clock_map.png
Scale: 1 px per µm.
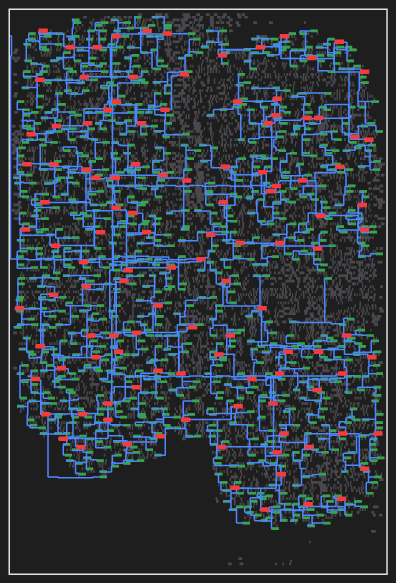
pins.png
Scale: 0.5 px per µm. Pins as bars across the die edge, other pins in gray.
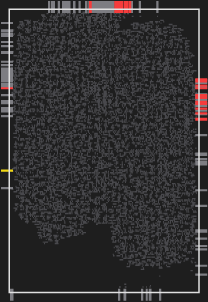
met2.png
Scale: 1 px per µm. Cells faint in the background.
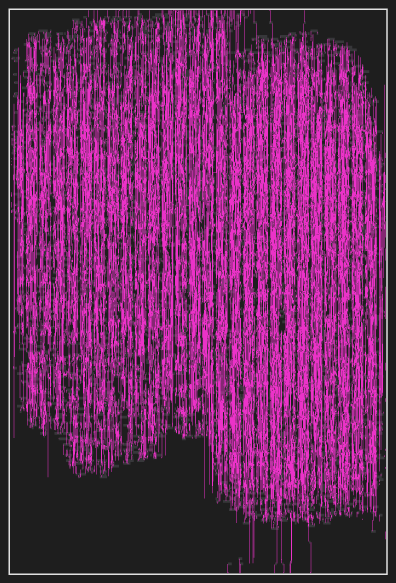
cell_classes.png
Scale: 1 px per µm. Fill, decap, tap and diode cells in gray.
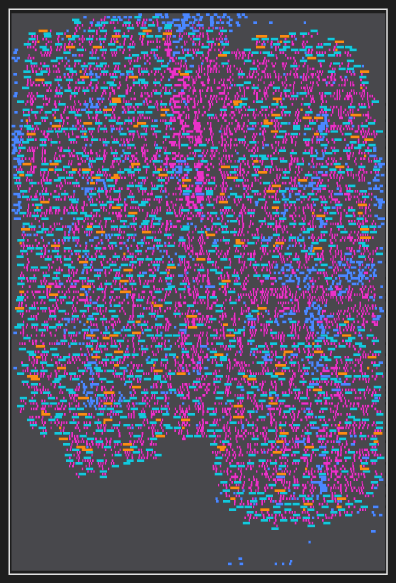
final_clocks.png
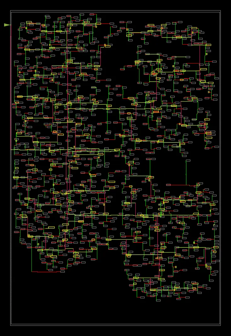
--- src/rtl/fetch_predictor.sv ---
// ============================================================================
// Module      : fetch_predictor
// Description : Fetch-address unit with a direct-mapped BTB and 2-bit
//               saturating direction counters; zero-cycle prediction.
// Revision    : 1.0 - initial release
// ============================================================================
`default_nettype none

module fetch_predictor #(
    parameter int                  DATA_WIDTH = 32,
    parameter int                  ENTRIES    = 16,
    parameter logic [DATA_WIDTH-1:0] RESET_PC = '0
) (
    input  logic                  clk,
    input  logic                  rst,
    input  logic                  stall,
    input  logic                  redirect_en,
    input  logic [DATA_WIDTH-1:0] redirect_pc,
    input  logic                  upd_en,
    input  logic [DATA_WIDTH-1:0] upd_pc,
    input  logic                  upd_taken,
    input  logic [DATA_WIDTH-1:0] upd_target,
    output logic [DATA_WIDTH-1:0] PC,
    output logic                  pred_taken,
    output logic [DATA_WIDTH-1:0] pred_target
);

    localparam int IDX_W = $clog2(ENTRIES);
    localparam int TAG_W = DATA_WIDTH - IDX_W - 2;

    localparam logic [DATA_WIDTH-1:0] c_pc_step   = DATA_WIDTH'(4);
    localparam logic [1:0]            c_ctr_reset = 2'b01;
    localparam logic [1:0]            c_ctr_alloc = 2'b10;
    localparam logic [1:0]            c_ctr_max   = 2'b11;
    localparam logic [1:0]            c_ctr_min   = 2'b00;

    logic [DATA_WIDTH-1:0] r_pc;

    logic [ENTRIES-1:0]    w_valid_vec;
    logic [TAG_W-1:0]      w_tag_arr    [ENTRIES];
    logic [DATA_WIDTH-1:0] w_target_arr [ENTRIES];
    logic [1:0]            w_ctr_arr    [ENTRIES];

    logic [IDX_W-1:0]      w_idx;
    logic [TAG_W-1:0]      w_tag;
    logic                  w_hit;
    logic [DATA_WIDTH-1:0] w_pc_plus4;

    logic [IDX_W-1:0]      w_upd_idx;
    logic [TAG_W-1:0]      w_upd_tag;
    logic                  w_upd_hit;
    logic                  w_unused;

    // Lookup on the current PC always sees the pre-update array contents
    assign w_idx       = r_pc[IDX_W+1:2];
    assign w_tag       = r_pc[DATA_WIDTH-1:IDX_W+2];
    assign w_hit       = w_valid_vec[w_idx] && (w_tag_arr[w_idx] == w_tag);
    assign w_pc_plus4  = r_pc + c_pc_step;

    assign PC          = r_pc;
    assign pred_taken  = w_hit && w_ctr_arr[w_idx][1];
    assign pred_target = pred_taken ? w_target_arr[w_idx] : w_pc_plus4;

    assign w_upd_idx   = upd_pc[IDX_W+1:2];
    assign w_upd_tag   = upd_pc[DATA_WIDTH-1:IDX_W+2];
    assign w_upd_hit   = w_valid_vec[w_upd_idx] && (w_tag_arr[w_upd_idx] == w_upd_tag);

    // Byte-offset bits of word-aligned addresses carry no information
    assign w_unused    = &{1'b0, upd_pc[1:0], redirect_pc[1:0]};

    always_ff @(posedge clk) begin
        if (rst) begin
            r_pc <= RESET_PC;
        end else if (redirect_en) begin
            r_pc <= {redirect_pc[DATA_WIDTH-1:2], 2'b00};
        end else if (!stall) begin
            r_pc <= pred_target;
        end
    end

    for (genvar gi = 0; gi < ENTRIES; gi++) begin : g_entry
        localparam logic [IDX_W-1:0] c_idx = IDX_W'(gi);

        logic                  r_valid;
        logic [TAG_W-1:0]      r_tag;
        logic [DATA_WIDTH-1:0] r_target;
        logic [1:0]            r_ctr;
        logic                  w_sel;

        assign w_sel             = upd_en && (w_upd_idx == c_idx);
        assign w_valid_vec[gi]   = r_valid;
        assign w_tag_arr[gi]     = r_tag;
        assign w_target_arr[gi]  = r_target;
        assign w_ctr_arr[gi]     = r_ctr;

        always_ff @(posedge clk) begin
            if (rst) begin
                r_valid  <= 1'b0;
                r_tag    <= '0;
                r_target <= '0;
                r_ctr    <= c_ctr_reset;
            end else if (w_sel) begin
                if (w_upd_hit) begin
                    if (upd_taken) begin
                        r_target <= upd_target;
                        if (r_ctr != c_ctr_max) r_ctr <= r_ctr + 2'd1;
                    end else if (r_ctr != c_ctr_min) begin
                        r_ctr <= r_ctr - 2'd1;
                    end
                end else if (upd_taken) begin
                    // Allocation evicts whatever aliased into this slot
                    r_valid  <= 1'b1;
                    r_tag    <= w_upd_tag;
                    r_target <= upd_target;
                    r_ctr    <= c_ctr_alloc;
                end
            end
        end
    end

endmodule

`default_nettype wire

--- config.mk ---
export PLATFORM = sky130hd
export DESIGN_NAME = fetch_predictor
export DESIGN_NICKNAME = d
export VERILOG_FILES = /design/src/rtl/fetch_predictor.sv
export SDC_FILE = /design/constraint.sdc
export NUM_CORES = 2
export LEC_CHECK = 0
export ABC_AREA = 1
export ABC_CLOCK_PERIOD_IN_PS = 2900
export CAP_MARGIN = 30
export CELL_PAD_IN_SITES_DETAIL_PLACEMENT = 1
export CELL_PAD_IN_SITES_GLOBAL_PLACEMENT = 2
export CORE_ASPECT_RATIO = 1.5
export CORE_UTILIZATION = 24
export DETAILED_ROUTE_END_ITERATION = 16
export GPL_ROUTABILITY_DRIVEN = 0
export GPL_TIMING_DRIVEN = 0
export PLACE_DENSITY = 0.66
export SLEW_MARGIN = 30
export SYNTH_ARGS = -nofsm -noshare
export SYNTH_HDL_FRONTEND = slang
export SYNTH_SLANG_ARGS = --single-unit
--- constraint.sdc ---
create_clock -name clk -period 2.9 [get_ports clk]
set_input_delay 0.435 -clock clk [delete_from_list [all_inputs] [get_ports clk]]
set_output_delay 0.435 -clock clk [all_outputs]
set_load 0.1 [all_outputs]
==> summary.txt <==
Summary of implementation figures.

Power
The analysis reports a worst IR drop on VDD of 0.489 mV. The ratio of total power to cell area is 573 nW/µm².

Yosys
Averaged over all synthesized cells, the footprint is 6.46 µm². The summed standard-cell area reported by yosys is 50400 µm². The leading register cell type out of synthesis is sky130_fd_sc_hd__dfxtp_1. Per the post-synthesis report, the number of cells in the design is 7806. The main area contributors are sky130_fd_sc_hd__dfxtp_1 (40%), sky130_fd_sc_hd__o21ai_0 (15%), sky130_fd_sc_hd__nand2_1 (10%).

Sorting the synthesis cell report by count puts at the top sky130_fd_sc_hd__o21ai_0. The synthesized design spends more area on one cell type than any other, namely sky130_fd_sc_hd__dfxtp_1. The mapped netlist covers 50400 µm².

Min path
Per the hold report, the tightest min-delay path originates at upd_pc[16]. Along the worst hold path, the cell count comes to 3.

Global routing
For this run, the total global-route usage over all layers was measured as 0.350. The met2 track utilization from global routing is 0.575. The global routing report lists met1 layer usage as 0.351. In the global route stage, met3 resource usage came out at 0.0797. The most used routing layer in global routing is met2.

Critical path
The critical path's largest stage delay is 600 ps. The cell family contributing the most delay on the critical path is buffers and inverters. The required time of the critical path is 2470 ps. The number of buffer and inverter stages on the critical path is 8. Per the timing report, the most critical flop-to-flop path finishes at g_entry[11].r_tag[15]. The critical path in this run is classified as reg -> out. Logic depth along the worst register-to-register path is recorded as 20. The slowest stage cell on the critical path is sky130_fd_sc_hd__o211ai_1. The data arrival at the endpoint of the critical path is 4220 ps.

Floorplan
The vertical die dimension is 563 µm. 167 I/O pins were placed. In this run the core area contains 205 standard-cell rows. For this configuration, the core starts out at a cell density of 0.242. The floorplan die area is 212000 µm².

Flow run
Warnings raised by the tools during the run amount to 33.

Final layout
Fill cells in the final layout number 25912. The sequential standard cell area is 20200 µm². The area of the multi-input gates is 28100 µm². Leaving out fill and tap cells, the most frequent cells in the layout are sky130_fd_sc_hd__o21ai_0 (1368), sky130_fd_sc_hd__nor2_1 (1354), sky130_fd_sc_hd__nand2_1 (1221).

Drt
The vias after detailed routing is 61292. The initial DRC count is 6044. The iteration tally of the first detailed-router pass is 9. The number of remaining DRC errors is 0. The remaining antenna violation count after routing is 0. The routed design shows a via density per instance of 5.54. The wire length reported by the detailed router is 382 mm. The wire length per cell after detailed routing is 34.5 µm.

Outcome
The flow ran to the end, but the final reports show violations. The checks that failed: negative setup slack.

Clocking
Per the TritonCTS log, the buffer count is 116. The clock transition time at the flip-flop clock pins of the worst setup and hold paths is 60 ps. The CTS tree is done. Hold repair after CTS inserted 0 buffers.

STA
Hold is met by 187 ps. Setup violations remaining at the end of the flow were counted as 649. The final worst setup slack is -1760 ps. Setup repair after global routing could not meet its margin everywhere. The highest clock rate is 215 MHz.

Placed design
Prior to clock tree synthesis, the placed netlist has a worst setup slack of -3530 ps.
## Picture notes: clock_map.png
legend:
  green:
    item: flip-flops
    count: 1008
  red:
    item: cells driving clock nets
    count: 116
  blue:
    item: clock wires
    length: 17800 µm
flops lie: spread over the die
routed clock nets: 117

## Picture notes: pins.png
legend:
  red:
    port: PC
    pins: 32
    direction: output
    edge: 18 top, 13 right, 1 left
  yellow:
    port: upd_en
    pins: 1
    direction: input
    edge: left
all pins by edge: 68 top, 46 right, 41 left, 12 bottom

## Picture notes: met2.png
longest straight run: 334 µm
nets with wire on the layer: 7150

## Picture notes: cell_classes.png
legend:
  orange:
    class: clock drivers and dummy loads
    cells: 213
  cyan:
    class: flops
    cells: 1008
  blue:
    class: other buffers and delay cells
    cells: 865
  magenta:
    class: all other logic
    cells: 6166

## Picture notes: final_clocks.png
Layout clock buffers: 170
clock skew after layout: 73.1 ps
number of sequential cells: 1008

[how the worst max path moves through the flow]
stage | depth (start not counted) | to
floorplan | 20 | pred_target[16]
global placement | 13 | pred_target[6]
detailed placement | 13 | pred_target[6]
CTS | 21 | pred_target[24]
global route | 23 | pred_target[24]
finish | 14 | pred_target[28]
[report_power, final]
part           switching [mW]  internal, mW
Clock                    7.17          9.34
Sequential              0.191          14.0
Combinational            4.97          1.65
Total                    12.3          25.0
[timing repair]
item	in CTS	in global routing
cloned	5	9
setup endpoints to repair	989	1026
gates resized	871	585
pin swaps	54	92
setup buffers	23	34
[layout make-up]
class / instances / area share
diodes: 13 / 0.000499
plain buffers: 632 / 0.0688
clock buffers: 170 / 0.0530
clock inverters: 43 / 0.00971
inverters: 492 / 0.0297
multi-input cells: 5674 / 0.431
flip-flops and latches: 1008 / 0.310
well taps: 2794 / 0.0536
repair buffers: 233 / 0.0440
[through the flow]
stage / util / std cells
finish: 0.313 / 11059
global route: 0.313 / 11049
CTS: 0.303 / 11002
detailed placement: 0.272 / 10761
global placement: 0.271 / 10752
floorplan: - / 7806
[worst min-delay path, delay by kind of cell]
kind,cells,cell delay (ps)
AOI/OAI and AO/OA,2,260
buffers and inverters,1,260
[per-layer routing]
metal | vias up | part of all wire
met3 | 1422 | 0.071
met2 | 3039 | 0.46
li1 | 26390 | -
met1 | 30429 | 0.34
met4 | 12 | 0.13
met5 | - | 0.00024
[logic make-up (layout without fill, tap and decap cells)]
kind of cell / count (synthesis) / count (layout) / synth area share
buffers and inverters: 1124 / 1570 / 0.0885
other: 0 / 13 / 0
flip-flops: 1008 / 1008 / 0.400
multiplexers: 13 / 13 / 0.00258
AND-OR/OR-AND: 2479 / 2479 / 0.257
AND/OR/NAND/NOR: 3129 / 3129 / 0.243
XOR/XNOR: 52 / 52 / 0.00903
adder cells (fa/ha/maj): 1 / 1 / 0.000248
[flip-flops by register name (all words and copies together), names as in the netlist]
name	cells
PC	32
g_entry.r_target	512
g_entry.r_valid	16
g_entry.r_ctr	32
g_entry.r_tag	416
Power is estimated from default activity; no workload was simulated.
